$ cat config.mk
export PLATFORM = sky130hd
export DESIGN_NAME = led_shift_out
export DESIGN_NICKNAME = d
export VERILOG_FILES = /design/src/rtl/led_pkg.sv /design/src/rtl/led_pwm_dim.sv /design/src/rtl/led_shift_out.sv
export SDC_FILE = /design/constraint.sdc
export NUM_CORES = 1
export LEC_CHECK = 0
export CAP_MARGIN = 20
export CORE_UTILIZATION = 55
export CTS_BUF_LIST = sky130_fd_sc_hd__clkbuf_4 sky130_fd_sc_hd__clkbuf_8
export CTS_CLUSTER_DIAMETER = 60
export DETAILED_ROUTE_END_ITERATION = 8
export PLACE_DENSITY = 0.87
export SYNTH_ARGS = -nofsm -noshare
export SYNTH_HDL_FRONTEND = slang
export SYNTH_SLANG_ARGS = --single-unit
$ cat constraint.sdc
create_clock -name clk -period 2.4 [get_ports clk]
set_clock_uncertainty 0.15 [all_clocks]
set_input_delay 0.72 -clock clk [delete_from_list [all_inputs] [get_ports clk]]
set_output_delay 0.72 -clock clk [all_outputs]
set_load 0.03 [all_outputs]
$ cat src/rtl/led_pkg.sv
// Shared constants and state type for the LED shift-out block.
// Imported by the top and the PWM dimmer.
package led_pkg;
  localparam int LED_W = 16;
  localparam int PWM_W = 3;

  typedef enum logic [1:0] {
    IDLE,
    SHIFT,
    LATCH
  } state_t;
endpackage

$ cat src/rtl/led_pwm_dim.sv
// Global brightness dimmer driving the 74HC595 OE# pin.
// Output stays disabled until the first frame has been latched.
module led_pwm_dim
  import led_pkg::*;
(
  input  logic             clk,
  input  logic             rst,
  input  logic             en,
  input  logic [PWM_W-1:0] bright,
  output logic             oe_n
);

  logic [PWM_W-1:0] pwm_cnt;

  // free-running duty counter
  always_ff @(posedge clk or negedge rst) begin
    if (!rst) pwm_cnt <= '0;
    else      pwm_cnt <= pwm_cnt + 1'b1;
  end

  assign oe_n = !(en && (pwm_cnt <= bright));

endmodule

$ cat src/rtl/led_shift_out.sv
// Serialises a debounced LED pattern into two cascaded 74HC595.
// Latest stable pattern wins; running frames are never disturbed.
module led_shift_out #(
  parameter int CLK_DIV = 1,
  parameter int LED_W   = led_pkg::LED_W
) (
  input  logic             clk,
  input  logic             rst,
  input  logic [LED_W-1:0] pat,
  input  logic [2:0]       bright,
  output logic             sr_data,
  output logic             sr_clk,
  output logic             sr_latch,
  output logic             sr_oe_n,
  output logic             busy,
  output logic             dropped
);
  import led_pkg::*;

  localparam int BW = $clog2(LED_W);
  localparam logic [3:0] DIV_MAX = 4'(CLK_DIV - 1);
  localparam logic [BW-1:0] LAST_BIT = BW'(LED_W - 1);

  state_t           state;
  state_t           nxt;
  logic [LED_W-1:0] sync;
  logic [LED_W-1:0] samp;
  logic [LED_W-1:0] prev;
  logic [2:0]       vld;
  logic [LED_W-1:0] pending;
  logic [LED_W-1:0] last_sent;
  logic [LED_W-1:0] shreg;
  logic             pend_vld;
  logic             first;
  logic             oe_en;
  logic [3:0]       div_cnt;
  logic             ph;
  logic [BW-1:0]    bit_cnt;

  logic stable;
  logic wr;
  logic start;
  logic div_end;

  assign stable  = vld[2] && (samp == prev);
  assign wr      = stable && (first || samp != last_sent)
                   && !(pend_vld && samp == pending);
  assign start   = (state == IDLE) && pend_vld;
  assign div_end = (div_cnt == DIV_MAX);

  // state register
  always_ff @(posedge clk or negedge rst) begin
    if (!rst) state <= IDLE;
    else      state <= nxt;
  end

  // next state and serial pin decode
  always_comb begin
    nxt      = state;
    sr_data  = 1'b0;
    sr_clk   = 1'b0;
    sr_latch = 1'b0;
    busy     = 1'b0;
    unique case (state)
      IDLE: begin
        if (pend_vld) nxt = SHIFT;
      end
      SHIFT: begin
        busy    = 1'b1;
        sr_data = shreg[LED_W-1];
        sr_clk  = ph;
        if (div_end && ph && bit_cnt == LAST_BIT)
          nxt = LATCH;
      end
      LATCH: begin
        busy     = 1'b1;
        sr_latch = 1'b1;
        if (div_end) nxt = IDLE;
      end
      default: nxt = IDLE;
    endcase
  end

  // input sampling, pending slot and frame datapath
  always_ff @(posedge clk or negedge rst) begin
    if (!rst) begin
      sync      <= '1;
      samp      <= '1;
      prev      <= '1;
      vld       <= '0;
      pending   <= '1;
      pend_vld  <= 1'b0;
      last_sent <= '1;
      shreg     <= '0;
      first     <= 1'b1;
      oe_en     <= 1'b0;
      dropped   <= 1'b0;
      div_cnt   <= '0;
      ph        <= 1'b0;
      bit_cnt   <= '0;
    end else begin
      sync    <= pat;
      samp    <= sync;
      prev    <= samp;
      vld     <= {vld[1:0], 1'b1};
      dropped <= wr && pend_vld && !start;
      if (wr) begin
        pending  <= samp;
        pend_vld <= 1'b1;
      end else if (start) begin
        pend_vld <= 1'b0;
      end
      if (start) begin
        shreg     <= pending;
        last_sent <= pending;
        first     <= 1'b0;
      end
      if (state == IDLE || div_end) div_cnt <= '0;
      else                          div_cnt <= div_cnt + 1'b1;
      if (state == SHIFT && div_end) begin
        ph <= !ph;
        if (ph) begin
          shreg   <= {shreg[LED_W-2:0], 1'b0};
          bit_cnt <= bit_cnt + 1'b1;
        end
      end
      if (state == LATCH && div_end) oe_en <= 1'b1;
    end
  end

  led_pwm_dim u_pwm (
    .clk    (clk),
    .rst    (rst),
    .en     (oe_en),
    .bright (bright),
    .oe_n   (sr_oe_n)
  );

endmodule
layer_met2.png
Cells faint in the background.
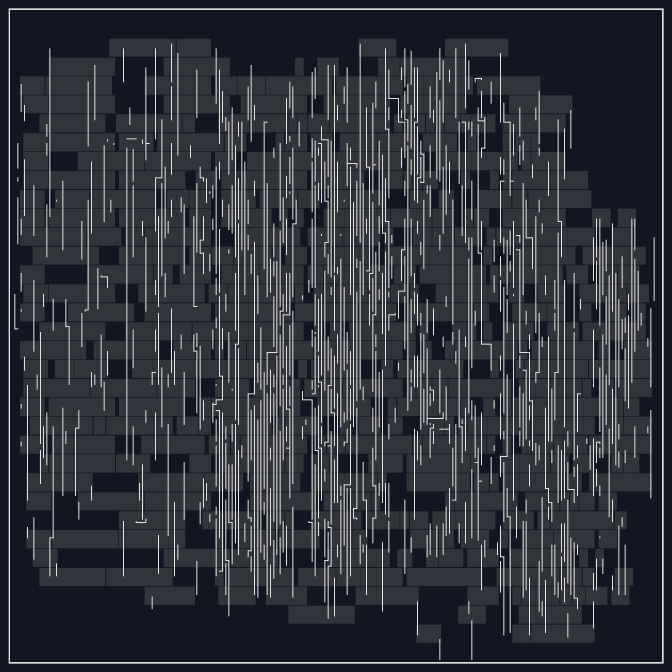
nets with wire on the layer = 400
share of all routed wire = 52%
GR Layer Usage met2: 0.344
Post-Route WL: 8910 um

clk_routes.png
Scale bar: 20 um.
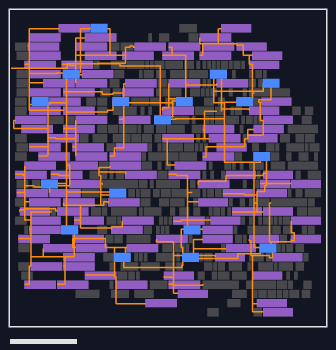
clock wires -> orange  # length 1330 um
flip-flops -> purple  # count 117
clock drivers -> blue  # count 17
flops lie = widely spread
Clock Latency Late Sink: 0.42 ns
Clock Power: 1.98 mW
clock power share: 0.381

placement.png
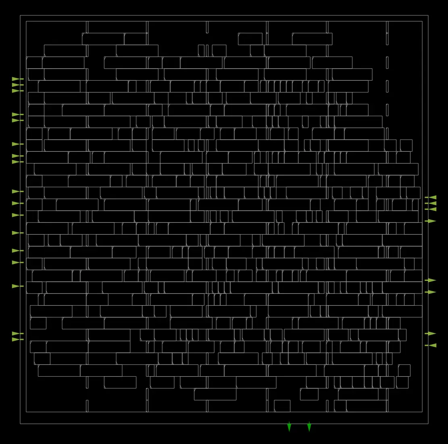
Layout Cells excl Fill: 547
Seq/total area: 0.516
Finished Core Util: 0.717
num sequential: 117
Tapcells: 105

==> flow_metrics.env <==
# source this file to load flow results
export IMPL_io_pins=27
export IMPL_warnings=34
export IMPL_critPathMaxFanout=2
export IMPL_cp_cell_sequence="buf_2 -> inv_2 -> ha_4 -> nor2b_4 -> o21a_1 -> o21ai_2 -> nand2_2 -> buf_6"
export IMPL_fp_utilization=0.567
export IMPL_cts_hold_buf=0
export IMPL_setup_violations=16
export IMPL_top_layer="met4"
export IMPL_grt_met1_usage=0.272
export IMPL_edf_count=0
export IMPL_place_ws_ns=-1.01
export IMPL_ys_area_mm2=0.00464
export IMPL_wl_met2_um=4590
export IMPL_postCtsResizedCells=29
export IMPL_area_growth_pct=26.5
export IMPL_outcome="finished with violations"
export IMPL_regArea_mm2=0.00303
export IMPL_cts_buffer_depth=2
export IMPL_ff_type="dfstp_2"
export IMPL_dpl_cell_area_mm2=0.00519
export IMPL_yosys_warnings=0
export IMPL_placed_cells=511
export IMPL_grt_max_degree=34
export IMPL_numCtsBuffers=17
export IMPL_r2r_cells=7
export IMPL_violations="setup timing"
export IMPL_grt_busiest_layer="met2"
export IMPL_cp_arrival_ns=1.71
export IMPL_power_mw=5.19
export IMPL_postSynthAreaPerCell_um2=12.5
export IMPL_fin_nets=461
export IMPL_fin_setup_tns_ns=-0.713
export IMPL_worst_slack_ns=-0.184
export IMPL_yosys_stat_cells=370
export IMPL_cts_tree="done"
export IMPL_met3_usage=0.0752
export IMPL_fin_crit_sh=1.08
## critical path: cells and delay by family
family                     cells  cell delay [ns]
AOI/OAI and AO/OA              2             0.30
adders and majority gates      1             0.20
buffers and inverters          3             0.29
and+or+nand+nor                2             0.19
## cells in the mapped netlist, types with 3 or more instances
cell | n | area, um^2
dfstp_2 | 81 | 2130
nand2_1 | 77 | 289
xor2_1 | 43 | 377
dfrtp_1 | 36 | 901
mux2_2 | 17 | 191
nor2_1 | 17 | 63.8
a31oi_1 | 15 | 93.8
xnor2_1 | 12 | 105
ha_1 | 11 | 138
nor4_1 | 9 | 56.3
clkbuf_1 | 8 | 30.0
inv_1 | 8 | 30.0
nand3_1 | 7 | 35.0
and2_1 | 5 | 31.3
nor3_1 | 4 | 20.0
nand4_1 | 3 | 18.8
o21ai_0 | 3 | 15.0
## kinds of logic (layout without fill, tap and decap cells)
kind of cell               count (synthesis)  count (layout)
xor gates and xnor gates                  55              55
other                                      1               1
AOI/OAI and AO/OA                         23              23
muxes                                     18              18
buffers and inverters                     17              89
adders and majority gates                 11              11
DFF                                      117             117
and+or+nand+nor                          128             128
## how the worst min path moves through the flow
| stage | to | cells after the start |
|---|---|---|
| after detailed placement | vld[2] | 0 |
| after global placement | vld[1] | 0 |
| after CTS | state[0] | 1 |
| after floorplan | vld[1] | 0 |
| after global routing | state[0] | 1 |
| final | state[1] | 1 |
## power breakdown
part           switching (mW)  internal (mW)
combinational           0.467          0.360
sequential              0.161           2.23
clock                   0.778           1.20
## cell type report
| type | instances | share of cell area |
|---|---|---|
| well taps | 105 | 0.0224 |
| clock inverters | 12 | 0.0303 |
| multi-input cells | 236 | 0.297 |
| inverters | 8 | 0.00512 |
| clock buffers | 20 | 0.0459 |
| repair buffers | 49 | 0.0832 |
| flip-flops and latches | 117 | 0.516 |
Power is estimated from default activity; no workload was simulated.
